**Clock wiring as the flow saved it**

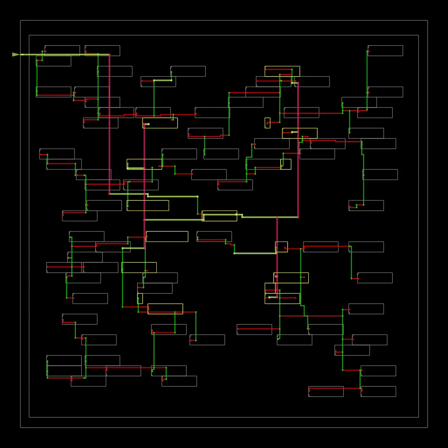
**Where the registers sit**

Scale bar: 20 um. Other sequential cells in the stronger gray, the rest of the logic in the fainter gray.
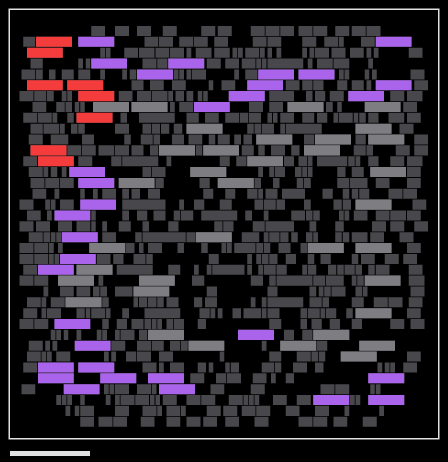
**Wiring heat map**

The die is cut into 21 by 21 equal tiles; dark purple is low, yellow is high, scaled to the fullest tile. Values are wire area over tile area, all layers added.
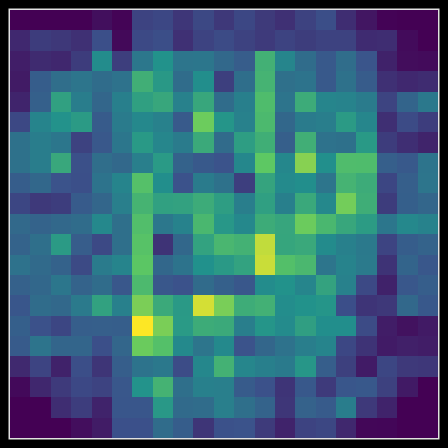
**Cell area per tile**

Scale bar: 20 um. The die is cut into 11 by 11 equal tiles; dark purple is low, yellow is high, 0 to 100% covered.
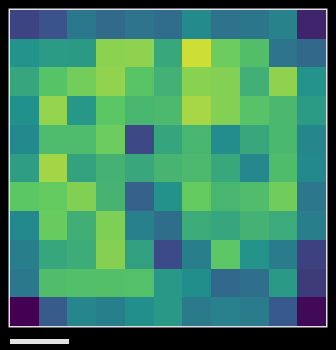
**src/rtl/pc_gen_pkg.sv**
```systemverilog
// pc_gen_pkg: shared types and reset/exception vectors for the fetch PC and CP0 blocks.
package pc_gen_pkg;
  typedef enum logic {NORMAL, HANDLER} state_t;
  typedef enum logic [2:0] {SEL_EXC, SEL_ERET, SEL_BR, SEL_JMP, SEL_HOLD, SEL_SEQ} sel_t;
  localparam logic [31:0] DEF_RESET_VEC = 32'h0000_0000;
  localparam logic [31:0] DEF_EXC_VEC   = 32'h0000_4180;
endpackage

```
**src/rtl/pc_next_sel.sv**
```systemverilog
// pc_next_sel: priority encoder choosing the next-PC source and the matching mux.
import pc_gen_pkg::*;
module pc_next_sel #(
  parameter int WIDTH = 32,
  parameter logic [WIDTH-1:0] EXC_VEC = DEF_EXC_VEC,
  parameter int INC = 4
) (
  input  logic             in_handler,
  input  logic             stall_i,
  input  logic             br_taken_i,
  input  logic [WIDTH-1:0] br_target_i,
  input  logic             jmp_i,
  input  logic [WIDTH-1:0] jmp_target_i,
  input  logic             exc_req_i,
  input  logic             eret_i,
  input  logic [WIDTH-1:0] pc,
  input  logic [WIDTH-1:0] epc,
  output sel_t             sel,
  output logic [WIDTH-1:0] next_pc
);
  // Masked requests (exc in HANDLER, eret in NORMAL) fall through to lower priorities.
  always_comb begin
    sel = (exc_req_i && !in_handler) ? SEL_EXC :
          (eret_i && in_handler)     ? SEL_ERET :
          br_taken_i                 ? SEL_BR :
          jmp_i                      ? SEL_JMP :
          stall_i                    ? SEL_HOLD : SEL_SEQ;
    next_pc = (sel == SEL_EXC)  ? EXC_VEC :
              (sel == SEL_ERET) ? epc :
              (sel == SEL_BR)   ? br_target_i :
              (sel == SEL_JMP)  ? jmp_target_i :
              (sel == SEL_HOLD) ? pc : pc + WIDTH'(INC);
  end
endmodule

```
**src/rtl/pc_gen.sv**
```systemverilog
// pc_gen: IF-stage program counter with branch/jump/exception/ERET redirects and handler tracking.
import pc_gen_pkg::*;
module pc_gen #(
  parameter int WIDTH = 32,
  parameter logic [WIDTH-1:0] RESET_VEC = DEF_RESET_VEC,
  parameter logic [WIDTH-1:0] EXC_VEC = DEF_EXC_VEC,
  parameter int INC = 4,
  parameter int CNT_W = 8
) (
  input  logic             clk,
  input  logic             rst,
  input  logic             stall_i,
  input  logic             br_taken_i,
  input  logic [WIDTH-1:0] br_target_i,
  input  logic             jmp_i,
  input  logic [WIDTH-1:0] jmp_target_i,
  input  logic             exc_req_i,
  input  logic [WIDTH-1:0] exc_epc_i,
  input  logic             eret_i,
  output logic [WIDTH-1:0] pc_o,
  output logic [WIDTH-1:0] epc_o,
  output logic             in_handler_o,
  output logic             redirect_o,
  output logic             misalign_o,
  output logic [CNT_W-1:0] exc_count_o
);
  state_t state, state_next;
  sel_t sel;
  logic [WIDTH-1:0] next_pc;
  pc_next_sel #(.WIDTH(WIDTH), .EXC_VEC(EXC_VEC), .INC(INC)) u_sel (
    .in_handler(state == HANDLER),
    .stall_i(stall_i),
    .br_taken_i(br_taken_i),
    .br_target_i(br_target_i),
    .jmp_i(jmp_i),
    .jmp_target_i(jmp_target_i),
    .exc_req_i(exc_req_i),
    .eret_i(eret_i),
    .pc(pc_o),
    .epc(epc_o),
    .sel(sel),
    .next_pc(next_pc)
  );
  always_comb begin
    state_next = (sel == SEL_EXC) ? HANDLER : (sel == SEL_ERET) ? NORMAL : state;
  end
  always_ff @(posedge clk or posedge rst) begin
    if (rst) begin
      state <= NORMAL;
      pc_o <= RESET_VEC;
      epc_o <= '0;
      redirect_o <= 1'b0;
      misalign_o <= RESET_VEC[1:0] != 2'b00;
      exc_count_o <= '0;
    end else begin
      state <= state_next;
      pc_o <= next_pc;
      redirect_o <= sel inside {SEL_EXC, SEL_ERET, SEL_BR, SEL_JMP};
      misalign_o <= next_pc[1:0] != 2'b00;
      if (sel == SEL_EXC) begin
        epc_o <= exc_epc_i;
        exc_count_o <= (&exc_count_o) ? exc_count_o : exc_count_o + CNT_W'(1);
      end
    end
  end
  assign in_handler_o = state == HANDLER;
endmodule

```
**config.mk**
```make
export PLATFORM = sky130hd
export DESIGN_NAME = pc_gen
export DESIGN_NICKNAME = d
export VERILOG_FILES = /design/src/rtl/pc_gen_pkg.sv /design/src/rtl/pc_next_sel.sv /design/src/rtl/pc_gen.sv
export SDC_FILE = /design/constraint.sdc
export NUM_CORES = 1
export LEC_CHECK = 0
export CORE_MARGIN = 2
export CORE_UTILIZATION = 41
export CTS_BUF_LIST = sky130_fd_sc_hd__clkbuf_16
export DETAILED_ROUTE_END_ITERATION = 10
export PLACE_DENSITY_LB_ADDON = 0.2
export SYNTH_ARGS = -nofsm -noshare
export SYNTH_HDL_FRONTEND = slang
export SYNTH_SLANG_ARGS = --single-unit
```
**constraint.sdc**
```tcl
create_clock -name clk -period 3.4 [get_ports clk]
set_clock_uncertainty 0.05 [all_clocks]
set_input_delay 0.34 -clock clk [delete_from_list [all_inputs] [get_ports clk]]
set_output_delay 0.34 -clock clk [all_outputs]
set_load 0.1 [all_outputs]
```
==> GITHUB_STEP_SUMMARY <==
## Implementation flow summary

| Metric | Value |
|---|---|
| Outcome | `finished, final reports clean` |
| Top pwr grp | `combinational logic` |
| Number of enable flip-flop cells | `0` |
| Gr ovfl total | `0` |
| Root Buffer | `clkbuf_16` |
| Port bufs | `177` |
| Register Area | `1880 um2` |
| Seq/Total Area, Yosys | `0.429` |
| Setup TNS | `0 ns` |
| Inverter count | `8` |
| Drt via density | `5.72` |
| Design area | `6600 um2` |
| Main synth FF type | `dfrtp_1` |
| Leading area contributor after synthesis | `dfrtp_1` |
| CP top delay family | `AND-OR/OR-AND gates` |
| Area post-placement | `6280 um2` |
| Seq. pwr | `1.38 mW` |
| Slowest-stage cell, CP | `clkdlybuf4s50_1` |
| Post-route ant nets | `0` |
| Max incr delay on CP | `0.79 ns` |
| Switching pwr | `2.61 mW` |
| Mapped Nets | `597` |
| Max_cap viols | `0` |
| Placed insts | `790` |
| Ys cells | `492` |
| DR DRC count | `0` |
| CTS H-tree lvls | `3` |
| Commonest Layout Cell | `clkdlybuf4s50_1` |
| Initial antenna violation count | `0` |
| Average size of a mapped cell | `8.89 um2` |
| Syn Inst Count | `492` |
| Post-CTS sizing | `0` |
| Cell Type Count | `63` |
| Detailed Route Iter0 Violations | `316` |
| Setup repair bufs after CTS | `0` |
| Total die size | `11,500 um2` |
| Peak VDD IR | `0.647 mV` |
| Number of buffers created by CTS | `9` |
| Reg2Reg Depth | `5` |
| Comb/total area | `0.355` |
| GR Util All Layers | `0.278` |
| Antenna diode count | `0` |
| Slew headroom | `0.336` |
| Sequential Power Share | `0.276` |
| Biggest Area Class | `logic gates` |
| Post-synthesis async set-or-reset flop share | `1.00` |
| Slew Limit Fails | `0` |
| Final Hold Violation Tally | `0` |
| Leakage power | `2.79 nW` |
| Post-Layout Cell Count | `806` |
| Clock share of power | `0.206` |
| Comb power frac | `0.518` |
| Internal power | `2.39 mW` |
| CTS tree | `done` |
| Crit Path Class | `primary input to flip-flop` |
| Final Total Pwr | `5.00 mW` |
| RSZ-0062 raised after global routing | `false` |
| Crit path from | `br_taken_i` |
| Buffers, non-clock | `189` |
| Clk buf depth | `2` |
| Reg2reg setup slack | `1.05 ns` |
| Synthesized area | `4370 um2` |
| Flops & latches, synth | `75` |
| Setup ws final | `0.859 ns` |
| Post-synth top area share | `0.429` |
| Boundary Pins | `178` |
| Reg2reg end | `pc_o[9]$_DFFE_PP0P_` |
| Synthesis area per yosys | `4370 um2` |
| Period minus WS final | `2.54 ns` |
Back to the opening pictures, 'clock wiring as the flow saved it':
later-pin clock latency in the skew report: 0.34 ns
CTS Sinks: 75
registers: 75

Back to the opening pictures, 'where the registers sit':
name in the netlist	color	placed flops	where
exc_count_o	red	8	north-west
epc_o	purple	32	all over the die
not colored	35

Back to the opening pictures, 'wiring heat map':
tiles over half the peak	21%
densest ninth of the die	center
nearly empty tiles	4.8%
fullest tile	0.64
emptiest ninth of the die	south-east
mean over tiles	0.22

Back to the opening pictures, 'cell area per tile':
nearly empty tiles	0.80%
tiles over 75% full	17%
mean over tiles	56%
fullest tile	93%
emptiest ninth of the die	south-east
core utilization at floorplan: 0.423
fin util: 0.639
core area: 10,300 um2

## routing by layer
metal / wire length (um) / GRT usage / up-vias
li1: - / - / 2125
met3: 1180 / 0.0430 / 26
met4: 312 / 0.0853 / 0
met1: 6770 / 0.369 / 2246
met2: 7590 / 0.468 / 215
met5: 0 / 0 / -
## sequential cells by signal, summed over array words and instances, names as in the netlist
signal	flops
epc_o	32
exc_count_o	8
in_handler_o	1
misalign_o	1
pc_o	32
redirect_o	1
## logic make-up (layout without fill, tap and decap cells)
kind of cell,Yosys count,in the layout,share of synthesized area
simple gates,217,217,0.242
fa+ha+maj,2,2,0.00572
compound gates,119,119,0.186
mux,21,21,0.0558
flops,75,75,0.429
buf+inv,35,213,0.0355
xor+xnor,23,23,0.0461
Power and IR drop assume default switching activity.
